### src/rtl/cus19_crypto_pkg.sv
// Shared definitions for the cus19 iterative 19-bit block cipher: widths, rotate amounts,
// FSM states and the 19-bit circular rotate helpers.
package cus19_crypto_pkg;

    localparam int DATA_W = 19;
    localparam logic [4:0] ROT_DATA = 5'd3;
    localparam logic [4:0] ROT_KEY  = 5'd5;

    typedef logic [DATA_W-1:0] word_t;

    typedef enum logic [1:0] {
        IDLE = 2'd0,
        RUN  = 2'd1,
        DONE = 2'd2
    } state_e;

    // amt is 0..19; doubling the word makes the rotate a plain shift of the upper half.
    function automatic word_t rotl19(input word_t x, input logic [4:0] amt);
        logic [2*DATA_W-1:0] t;
        t = {x, x} << amt;
        return t[2*DATA_W-1:DATA_W];
    endfunction

    function automatic word_t rotr19(input word_t x, input logic [4:0] amt);
        return rotl19(x, 5'(DATA_W) - amt);
    endfunction

endpackage

### src/rtl/cus19_crypto_round.sv
// One cipher round, encrypt or decrypt, including the round-key schedule.
// Purely combinational; the caller supplies the already-mapped round index.
module cus19_crypto_round
    import cus19_crypto_pkg::*;
(
    input  word_t      x_in,
    input  word_t      key_in,
    input  logic [3:0] idx_in,
    input  logic       dec_in,
    output word_t      x_out
);

    logic [4:0] key_rot;
    word_t      round_key;

    always_comb begin
        key_rot   = 5'((int'(ROT_KEY) * int'(idx_in)) % DATA_W);
        round_key = rotl19(key_in, key_rot) ^ word_t'(idx_in);
        if (dec_in) begin
            x_out = rotr19(x_in - round_key, ROT_DATA) ^ round_key;
        end else begin
            x_out = rotl19(x_in ^ round_key, ROT_DATA) + round_key;
        end
    end

endmodule

### src/rtl/cus19_crypto_engine.sv
// S-type cipher coprocessor: latches operands on start, runs one round per clock, pulses done.
// Build option CUS19_CRYPTO_ERR_EN adds a sticky err_out flag for starts issued while busy.
module cus19_crypto_engine
    import cus19_crypto_pkg::*;
#(
    parameter int ROUNDS = 8
) (
    input  logic              clk_in,
    input  logic              rst_in,
    input  logic              start_in,
    input  logic              mode_enc_dec_in,
    input  logic [DATA_W-1:0] data_in,
    input  logic [DATA_W-1:0] key_in,
    output logic [DATA_W-1:0] result_out,
    output logic              busy_out,
`ifdef CUS19_CRYPTO_ERR_EN
    output logic              err_out,
`endif
    output logic              done_out
);

    localparam logic [3:0] LAST = 4'(ROUNDS - 1);

    state_e     state_q, state_d;
    logic [3:0] r_q, r_d;
    word_t      x_q, x_d;
    word_t      key_q, key_d;
    logic       mode_q, mode_d;
    word_t      result_q, result_d;
    logic [3:0] round_idx;
    word_t      round_x;

    // Decrypt walks the key schedule backwards so it undoes encrypt round by round.
    assign round_idx = mode_q ? (LAST - r_q) : r_q;

    cus19_crypto_round u_round (
        .x_in   (x_q),
        .key_in (key_q),
        .idx_in (round_idx),
        .dec_in (mode_q),
        .x_out  (round_x)
    );

    always_comb begin
        // NOTE: every variable gets its hold value first so no path through the case infers a latch.
        state_d  = state_q;
        r_d      = r_q;
        x_d      = x_q;
        key_d    = key_q;
        mode_d   = mode_q;
        result_d = result_q;
        case (state_q)
            IDLE: begin
                if (start_in) begin
                    x_d     = data_in;
                    key_d   = key_in;
                    mode_d  = mode_enc_dec_in;
                    r_d     = '0;
                    state_d = RUN;
                end
            end
            RUN: begin
                x_d = round_x;
                r_d = r_q + 4'd1;
                // Result is registered on the final round so it is already valid while done is high.
                if (r_q == LAST) begin
                    result_d = round_x;
                    state_d  = DONE;
                end
            end
            DONE:    state_d = IDLE;
            default: state_d = IDLE;
        endcase
    end

    always_ff @(posedge clk_in or posedge rst_in) begin
        // NOTE: state uses non-blocking assignments so every flop samples pre-edge values.
        if (rst_in) begin
            state_q  <= IDLE;
            r_q      <= '0;
            x_q      <= '0;
            key_q    <= '0;
            mode_q   <= 1'b0;
            result_q <= '0;
        end else begin
            state_q  <= state_d;
            r_q      <= r_d;
            x_q      <= x_d;
            key_q    <= key_d;
            mode_q   <= mode_d;
            result_q <= result_d;
        end
    end

    assign result_out = result_q;
    assign busy_out   = (state_q != IDLE);
    assign done_out   = (state_q == DONE);

`ifdef CUS19_CRYPTO_ERR_EN
    logic err_q, err_d;

    // An accepted start clears the flag; a start while busy sets it.
    always_comb begin
        err_d = err_q;
        if (start_in) begin
            err_d = (state_q != IDLE);
        end
    end

    always_ff @(posedge clk_in or posedge rst_in) begin
        if (rst_in) begin
            err_q <= 1'b0;
        end else begin
            err_q <= err_d;
        end
    end

    assign err_out = err_q;
`endif

endmodule

### config.mk
export PLATFORM = sky130hd
export DESIGN_NAME = cus19_crypto_engine
export DESIGN_NICKNAME = d
export VERILOG_FILES = /design/src/rtl/cus19_crypto_pkg.sv /design/src/rtl/cus19_crypto_round.sv /design/src/rtl/cus19_crypto_engine.sv
export SDC_FILE = /design/constraint.sdc
export NUM_CORES = 1
export LEC_CHECK = 0
export ABC_AREA = 1
export CAP_MARGIN = 20
export CORE_UTILIZATION = 65
export DETAILED_ROUTE_END_ITERATION = 10
export GPL_ROUTABILITY_DRIVEN = 1
export PLACE_DENSITY = 0.88
export SYNTH_ARGS = -nofsm -noshare
export SYNTH_HDL_FRONTEND = slang
export SYNTH_HIERARCHICAL = 1
export SYNTH_SLANG_ARGS = --single-unit
### constraint.sdc
create_clock -name clk_in -period 17 [get_ports clk_in]
set_input_delay 3.4 -clock clk_in [delete_from_list [all_inputs] [get_ports clk_in]]
set_output_delay 3.4 -clock clk_in [all_outputs]
set_load 0.01 [all_outputs]
Figure 1. The metal 4 layer (run 1).
Scale: 3 px per um. Cells faint in the background.
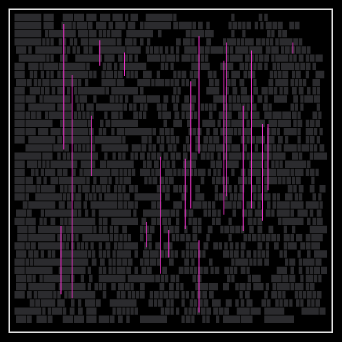
longest straight run	74.1 um
share of all routed wire	2.9%
wire length on this layer	610 um
main direction	vertical

Figure 2. Clock distribution (run 1).
Scale: 2 px per um.
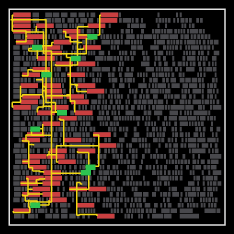
[red] flip-flops | count: 64
[yellow] clock wires | length: 812 um
[green] clock-net drivers | count: 9
routed clock nets	10

Figure 3. Signal wires by layer (run 1).
Scale: 3 px per um.
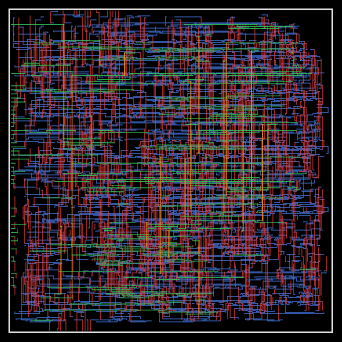
color	layer	wire length
orange	M4	610 um
blue	M1	9330 um
red	M2	8800 um
green	M3	2500 um

==> results.ini, run 1 <==
[worst_setup_path]
criticalPathCategory = reg2reg
worst_path_largest_cell_delay_ps = 870
reg2reg_from = r_q[0]
startpoint_type = register
worstSetupPathDepth = 51
cp_top_family = AND-OR/OR-AND gates
worst-endpoint-arrival_ps = 10130
regToRegSetupSlack_ps = 7160
timing.critical_path.from = r_q[0]
cp.buffers_inverters = 9

[placement]
pre_cts_ws_ps = 7420
detailed_place_hpwl_mm = 16.3
port_buffers = 62
place.gp.congestion = 1.01
placement_stage_cell_area_mm2 = 0.00779

[grt]
grt_first_pass_wirelength_mm = 34.1
grt-busiest-layer = met1
overflow_left_after_global_routing = 0
grt_use_met2_pct = 55.2
use_met3_pct = 5.59
grt_antenna_before_repair = 0
grt_max_degree = 65
met1_usage_pct = 57.6
globalRouteTotalUtil_pct = 38.2

[run]
drv_cap = 0
log.warning_count = 26

[floorplan]
n_taps = 140
die_y_um = 107
ios = 63
fp.coreArea_mm2 = 0.0108
fp.dieArea_mm2 = 0.0115
fp-utilization_pct = 66.6

[yosys]
synth_xor_xnor_area_share_pct = 4.14
synth-adder-area-share_pct = 8.49
synthesis.yosys.warnings = 6
synth.cell_area_mm2 = 0.00719
synth.top_cell.area_share_pct = 22.3
muxShareOfSynthArea_pct = 0
synth_flops = 64
chip_area_line_of_the_yosys_report_mm2 = 0.00719
count_of_library_flops_with_an_enable_pin = 0
asr_flop_ratio_synth_pct = 100
synth_dominant_cell_count = nand2_1
syn_area_per_cell_um2 = 6.17
top_area_cell = dfrtp_1
yosys-top-cells-area = dfrtp_1 (22%), nand2_1 (21%), nand3_1 (14%), ha_1 (7.7%), inv_1 (6.0%)
floorplan.nets = 1254
synth-seq-area-share_pct = 22.3
post_synth_main_logic_family = simple AND/OR/NAND/NOR gates
yosys_most_used_dff = dfrtp_1
synthSimpleGateAreaFrac_pct = 45.1

[timing]
count_of_final_max_slew_check_failures = 0
timing.final.ws_setup_ps = 7160
rsz0062_at_grt = false
setup_violations = 0
worst_clock_skew_ps = 9.62
min_clock_period_post_route_ps = 9840
worst_tran_pin_value_ps = 941
fin_worst_hold_slack_ps = 474

[cts]
post_cts.resized_instances = 0
tritoncts = done
cts_hold_buf = 0
htreeDepth = 3
clock_sink_count = 64
cts_bufs_inserted = 9
cts_setup_buffers = 0
clk_pin_slew_ps = 70

[finish]
num-nonclk-buffers = 68
multi_input_comb_cells = 928
biggest_area_consumer_among_cell_classes = logic gates
antenna_cells_inserted = 0
layout_top_cell_excl_fill_tap = nand2_1
n_clock_buffer = 11
layout.cells.most_common_list = nand2_1 (408), nand3_1 (201), inv_1 (113)
seq-cell-share_pct = 20.0
finish.cell_count_without_fillers = 1346
logic_area_mm2 = 0.00486
fillCellCount = 869
n_all_inverters = 130
signal_buffer_area_fraction_pct = 8.30
comb-cell-share_pct = 60.6
syn_to_layout_area_delta_pct = 11.6

[min_path]
worst_hold_check_path_type = reg2reg
worst_hold_path.num_cells = 2

[drt]
met3WireLength_mm = 2.50
topRoutingLayerUsed = met4
drt_first_iter_violations = 1047
remaining_number_of_nets_flagged_by_the_antenna_check_after_routing = 0
wl_per_cell_um = 15.8
pre_repair_dr_iteration_count = 6
met1Wirelength_mm = 9.33
vias_per_cell = 5.88
overall_via_count_from_detail_route = 7912
drc_violation_count_after_routing = 0
detail_route.wirelength_mm = 21.2

[outcome]
outcome = complete, no violations

Figure 4. Zoomed window (run 1).
Region (70, 17) to (90, 37) um. Cells in gray, sequential cells in the stronger gray; small squares are vias.
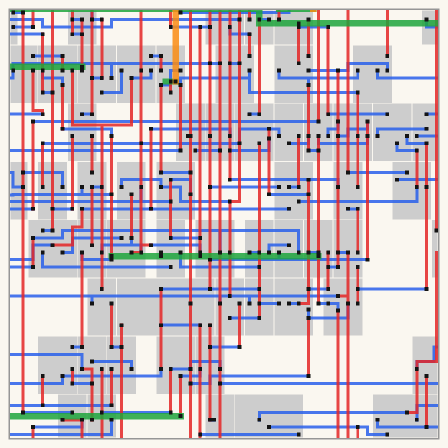

==> run 1 -> run 2 <==
--- a/config.mk
+++ b/config.mk
@@ -7,10 +7,10 @@
 export LEC_CHECK = 0
 export ABC_AREA = 1
 export CAP_MARGIN = 20
-export CORE_UTILIZATION = 65
+export CORE_UTILIZATION = 54
 export DETAILED_ROUTE_END_ITERATION = 10
 export GPL_ROUTABILITY_DRIVEN = 1
-export PLACE_DENSITY = 0.88
+export PLACE_DENSITY = 0.78
 export SYNTH_ARGS = -nofsm -noshare
 export SYNTH_HDL_FRONTEND = slang
 export SYNTH_HIERARCHICAL = 1
==> constraint.sdc (replaced) <==
create_clock -name clk_in -period 8.6 [get_ports clk_in]
set_input_delay 1.72 -clock clk_in [delete_from_list [all_inputs] [get_ports clk_in]]
set_output_delay 1.72 -clock clk_in [all_outputs]
set_load 0.01 [all_outputs]
Figure 5. Zoomed window (run 2).
Region (78, 19) to (98, 39) um. Cells in gray, sequential cells in the stronger gray; small squares are vias.
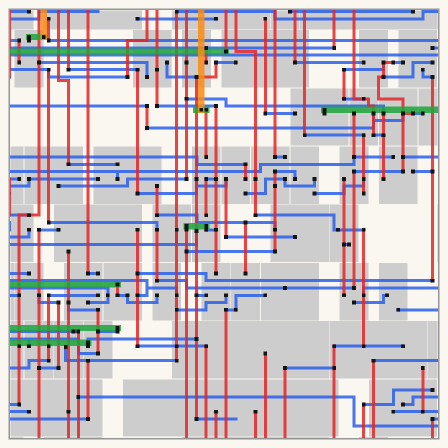
color	layer
green	M3
blue	M1
orange	M4
red	M2
sequential cells in the window	0
most frequent	nand2_1 (15), nand3_1 (6), buf_4 (4)
cells with their middle in the window	41

Figure 6. Clock distribution (run 2).
Scale: 2 px per um.
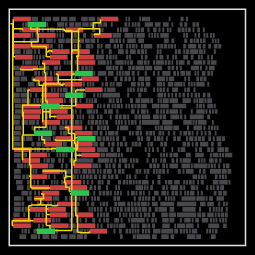
[red] flip-flops | count: 64
[yellow] clock wires | length: 833 um
[green] clock-net drivers | count: 9
routed clock nets	10

==> run 2 against run 1 <==
Effect of this change: first-iteration DRC count is 9.5% lower; maximum frequency is 20% higher; via count is 1.5% higher; register-to-register slack worse by 6800 ps; global-route usage is 6.1 points lower; synthesized cell count stayed put; worst hold slack worse by 0.92 ps; count of clock-buffer cells in the layout is 1 higher; die size is 20% higher; non-clock buffer count is 30 higher; critical path type unchanged.
==> results.ini, run 2 <==
[floorplan]
fp.coreArea_mm2 = 0.0128  ; +19%
ios = 63  ; unchanged
rows = 41
die_y_um = 117  ; +9.5%
fp.dieArea_mm2 = 0.0138  ; +20%
n_taps = 172  ; +23%
fp-utilization_pct = 56.1  ; -11 points

[min_path]
worst_hold_path.num_cells = 2  ; unchanged
worst_hold_check_path_type = reg2reg
timing.hold.worst_endpoint = key_q[17]
hold_path_start = key_q[17]

[cts]
tritoncts = done
post_cts.resized_instances = 0  ; unchanged
clk_pin_slew_ps = 50  ; -20 ps
clock_sink_count = 64  ; unchanged
htreeDepth = 3  ; unchanged
cts_max_path_buffers = 2
cts_hold_buf = 0  ; unchanged
cts_bufs_inserted = 9  ; unchanged
cts_setup_buffers = 0  ; unchanged

[yosys]
yosys_most_used_dff = dfrtp_1
synth_dominant_cell_count = nand2_1
synthSimpleGateAreaFrac_pct = 45.1  ; unchanged
asr_flop_ratio_synth_pct = 100  ; unchanged
synth_xor_xnor_area_share_pct = 4.14  ; unchanged
top_area_cell = dfrtp_1
synth-adder-area-share_pct = 8.49  ; unchanged
ys_types = 48
count_of_library_flops_with_an_enable_pin = 0  ; unchanged
yosys-top-cells-area = dfrtp_1 (22%), nand2_1 (21%), nand3_1 (14%), ha_1 (7.7%), inv_1 (6.0%)
synth.top_cell.area_share_pct = 22.3  ; unchanged
chip_area_line_of_the_yosys_report_mm2 = 0.00719  ; unchanged
synth_flops = 64  ; unchanged
floorplan.nets = 1254  ; unchanged
synthesis.yosys.warnings = 6  ; unchanged
synthCells = 1165
synth-seq-area-share_pct = 22.3  ; unchanged
ys_cells = 1165
post_synth_main_logic_family = simple AND/OR/NAND/NOR gates
syn_area_per_cell_um2 = 6.17  ; unchanged
muxShareOfSynthArea_pct = 0  ; unchanged
synth.cell_area_mm2 = 0.00719  ; unchanged
synthAoiAreaFrac_pct = 9.85

[placement]
port_buffers = 62  ; unchanged
placement_stage_cell_area_mm2 = 0.00798  ; +2.4%
place.gp.congestion = 1.07  ; +6.0%
pre_cts_ws_ps = 218  ; -7200 ps
detailed_place_hpwl_mm = 17.0  ; +4.2%

[grt]
grt_antenna_before_repair = 0  ; unchanged
first_global_vias = 7073
use_met3_pct = 3.79  ; -1.8 points
globalRouteTotalUtil_pct = 32.1  ; -6.1 points
grt_first_pass_wirelength_mm = 35.5  ; +4.0%
grt_max_degree = 65  ; unchanged
grt-busiest-layer = met2
met1_usage_pct = 47.3  ; -10 points
overflow_left_after_global_routing = 0  ; unchanged
grt_use_met2_pct = 47.4  ; -7.7 points

[drt]
drc_violation_count_after_routing = 0  ; unchanged
vias_per_cell = 5.70  ; -3.1%
remaining_number_of_nets_flagged_by_the_antenna_check_after_routing = 0  ; unchanged
topRoutingLayerUsed = met4
pre_repair_dr_iteration_count = 6  ; unchanged
wl_per_cell_um = 16.0  ; +1.3%
drt_first_iter_violations = 948  ; -9.5%
wl_met2_mm = 9.42
met1Wirelength_mm = 10.3  ; +10%
detail_route.wirelength_mm = 22.5  ; +6.1%
met3WireLength_mm = 2.09  ; -16%
overall_via_count_from_detail_route = 8027  ; +1.5%

[finish]
n_clock_buffer = 12  ; +1
num-nets-final = 1321
drive_gt1_share_pct = 11.4
layout_top_cell_excl_fill_tap = nand2_1
syn_to_layout_area_delta_pct = 19.9
fillCellCount = 1150  ; +32%
n_all_inverters = 130  ; unchanged
antenna_cells_inserted = 0  ; unchanged
layout.core_utilization_pct = 67.2
biggest_area_consumer_among_cell_classes = logic gates
num-nonclk-buffers = 98  ; +44%
signal_buffer_area_fraction_pct = 10.7  ; +2.4 points
logic_area_mm2 = 0.00507  ; +4.3%
layout.cells.most_common_list = nand2_1 (403), nand3_1 (196), inv_1 (112)
comb-cell-share_pct = 58.8  ; -1.8 points
layout.area.seq_mm2 = 0.00160
finish.cell_count_without_fillers = 1409  ; +4.7%
multi_input_comb_cells = 929  ; +0.11%
seq-cell-share_pct = 18.6  ; -1.4 points

[run]
drv_cap = 0  ; unchanged
log.warning_count = 27  ; +3.8%

[worst_setup_path]
reg2reg_from = mode_q
startpoint_type = register
cp.buffers_inverters = 8  ; -1
worstSetupPathDepth = 56  ; +9.8%
cp_top_family = simple AND/OR/NAND/NOR gates
setup.worst_path.end_class = register
worst-endpoint-arrival_ps = 8490  ; -1640 ps
timing.critical_path.from = mode_q
cp.required_ps = 8870
criticalPathCategory = reg2reg
regToRegSetupSlack_ps = 380  ; -6780 ps
worst_path_largest_cell_delay_ps = 470  ; -400 ps
worst-r2r-cell-count = 56
setup.worst_path.end = result_out[13]

[outcome]
outcome = complete, no violations

[timing]
timing.final.ws_setup_ps = 379  ; -6780 ps
rsz0062_at_grt = true
count_of_final_max_slew_check_failures = 0  ; unchanged
setup_violations = 0  ; unchanged
worst_tran_pin_value_ps = 827  ; -114 ps
fin_worst_hold_slack_ps = 473  ; -0.924 ps
min_clock_period_post_route_ps = 8220  ; -1620 ps
worst_clock_skew_ps = 8.87  ; -0.746 ps

Figure 7. The metal 4 layer (run 2).
Scale: 3 px per um. Cells faint in the background.
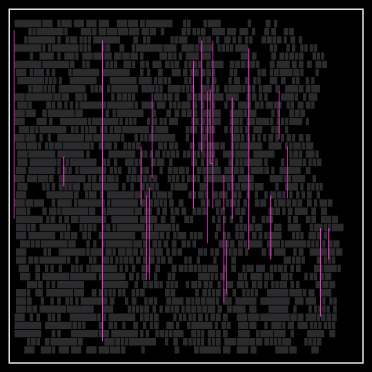

==> run 2 -> run 3 <==
--- a/config.mk
+++ b/config.mk
@@ -7,10 +7,10 @@
 export LEC_CHECK = 0
 export ABC_AREA = 1
 export CAP_MARGIN = 20
-export CORE_UTILIZATION = 54
+export CORE_UTILIZATION = 65
 export DETAILED_ROUTE_END_ITERATION = 10
 export GPL_ROUTABILITY_DRIVEN = 1
-export PLACE_DENSITY = 0.78
+export PLACE_DENSITY = 0.88
 export SYNTH_ARGS = -nofsm -noshare
 export SYNTH_HDL_FRONTEND = slang
 export SYNTH_HIERARCHICAL = 1
==> constraint.sdc (replaced) <==
create_clock -name clk_in -period 9.95 [get_ports clk_in]
set_input_delay 1.99 -clock clk_in [delete_from_list [all_inputs] [get_ports clk_in]]
set_output_delay 1.99 -clock clk_in [all_outputs]
set_load 0.01 [all_outputs]
Figure 8. The metal 4 layer (run 3).
Scale: 3 px per um. Cells faint in the background.
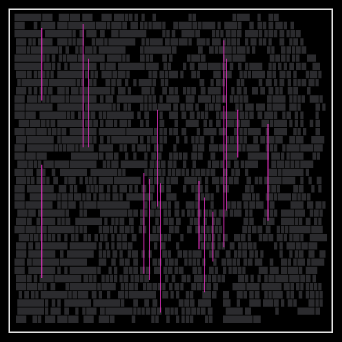
wire length on this layer	508 um
share of all routed wire	2.4%

==> run 3 against run 2 <==
Effect of this change: setup slack better by 600 ps; synthesized cell count stayed put; final cell count is 4.3% lower; first-iteration DRC count is 9.3% lower; largest cell class unchanged; critical path depth is 1 lower; count of clock-buffer cells in the layout is 1 lower; clock skew is 2.2 ps lower.
==> results.ini, run 3 <==
[worst_setup_path]
worst-endpoint-arrival_ps = 9260  ; +770 ps
worst-r2r-cell-count = 55  ; -1.8%
startpoint_type = register
cp.required_ps = 10240  ; +1370 ps
criticalPathCategory = reg2reg
reg2reg_from = mode_q
cp_top_family = simple AND/OR/NAND/NOR gates
regToRegSetupSlack_ps = 980  ; +600 ps
worst_path_largest_cell_delay_ps = 590  ; +120 ps
timing.critical_path.from = mode_q
setup.worst_path.end = result_out[15]

[finish]
seq-cell-share_pct = 19.9  ; +1.3 points
layout.cells.most_common_list = nand2_1 (408), nand3_1 (201), inv_1 (113)
layout.core_utilization_pct = 74.4  ; +7.2 points
num-nets-final = 1295  ; -2.0%
n_clock_buffer = 11  ; -1
biggest_area_consumer_among_cell_classes = logic gates
signal_buffer_area_fraction_pct = 8.75  ; -2.0 points
num-nonclk-buffers = 73  ; -26%
antenna_cells_inserted = 0  ; unchanged
finish.cell_count_without_fillers = 1349  ; -4.3%
logic_area_mm2 = 0.00487  ; -4.0%
layout.area.seq_mm2 = 0.00160  ; about the same
drive_gt1_share_pct = 7.20  ; -4.2 points
fillCellCount = 923  ; -20%
multi_input_comb_cells = 928  ; -0.11%

[drt]
met1Wirelength_mm = 9.52  ; -7.3%
met3WireLength_mm = 2.12  ; +1.2%
wl_per_cell_um = 15.6  ; -2.4%
overall_via_count_from_detail_route = 7907  ; -1.5%
drt_first_iter_violations = 860  ; -9.3%
vias_per_cell = 5.86  ; +2.9%
wl_met2_mm = 8.90  ; -5.5%
remaining_number_of_nets_flagged_by_the_antenna_check_after_routing = 0  ; unchanged
drc_violation_count_after_routing = 0  ; unchanged
detail_route.wirelength_mm = 21.0  ; -6.6%

[yosys]
synth.top_cell.area_share_pct = 22.3  ; unchanged
ys_types = 48  ; unchanged
synth_xor_xnor_area_share_pct = 4.14  ; unchanged
floorplan.nets = 1254  ; unchanged
synth_dominant_cell_count = nand2_1
ys_cells = 1165  ; unchanged
synth_flops = 64  ; unchanged
synthesis.yosys.warnings = 6  ; unchanged
count_of_library_flops_with_an_enable_pin = 0  ; unchanged
synth-adder-area-share_pct = 8.49  ; unchanged
yosys-top-cells-area = dfrtp_1 (22%), nand2_1 (21%), nand3_1 (14%), ha_1 (7.7%), inv_1 (6.0%)
chip_area_line_of_the_yosys_report_mm2 = 0.00719  ; unchanged
synth.cell_area_mm2 = 0.00719  ; unchanged
muxShareOfSynthArea_pct = 0  ; unchanged
syn_area_per_cell_um2 = 6.17  ; unchanged
asr_flop_ratio_synth_pct = 100  ; unchanged
yosys_most_used_dff = dfrtp_1
synthCells = 1165  ; unchanged

[grt]
grt_max_degree = 65  ; unchanged
grt-busiest-layer = met1
grt_antenna_before_repair = 0  ; unchanged
globalRouteTotalUtil_pct = 38.0  ; +5.9 points
grt_use_met2_pct = 56.3  ; +8.8 points
first_global_vias = 7087  ; +0.20%
met1_usage_pct = 57.7  ; +10 points
grt_first_pass_wirelength_mm = 34.1  ; -3.8%
overflow_left_after_global_routing = 0  ; unchanged

[min_path]
worst_hold_check_path_type = reg2reg
worst_hold_path.num_cells = 2  ; unchanged
hold_path_start = result_out[14]

[timing]
setup_violations = 0  ; unchanged
fin_worst_hold_slack_ps = 473  ; -0.369 ps
rsz0062_at_grt = false
worst_tran_pin_value_ps = 784  ; -43.2 ps
count_of_final_max_slew_check_failures = 0  ; unchanged
worst_clock_skew_ps = 6.71  ; -2.16 ps
min_clock_period_post_route_ps = 8970  ; +748 ps

[floorplan]
die_y_um = 107  ; -8.7%
n_taps = 140  ; -19%
fp-utilization_pct = 66.6  ; +11 points
ios = 63  ; unchanged
fp.coreArea_mm2 = 0.0108  ; -16%

[cts]
cts_setup_buffers = 0  ; unchanged
cts_hold_buf = 0  ; unchanged
post_cts.resized_instances = 0  ; unchanged
htreeDepth = 3  ; unchanged

[placement]
place.gp.congestion = 0.992  ; -6.9%
port_buffers = 62  ; unchanged
pre_cts_ws_ps = 822  ; +604 ps

[outcome]
outcome = complete, no violations

[run]
drv_cap = 0  ; unchanged

Figure 9. Signal wires by layer (run 3).
Scale: 3 px per um.
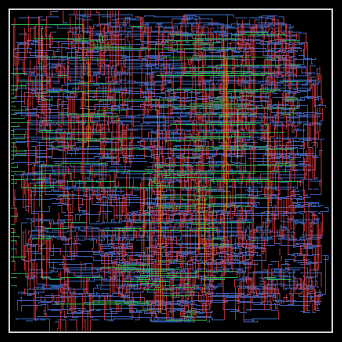
color	layer	wire length
green	M3	2120 um
blue	M1	9520 um
red	M2	8900 um
orange	M4	508 um

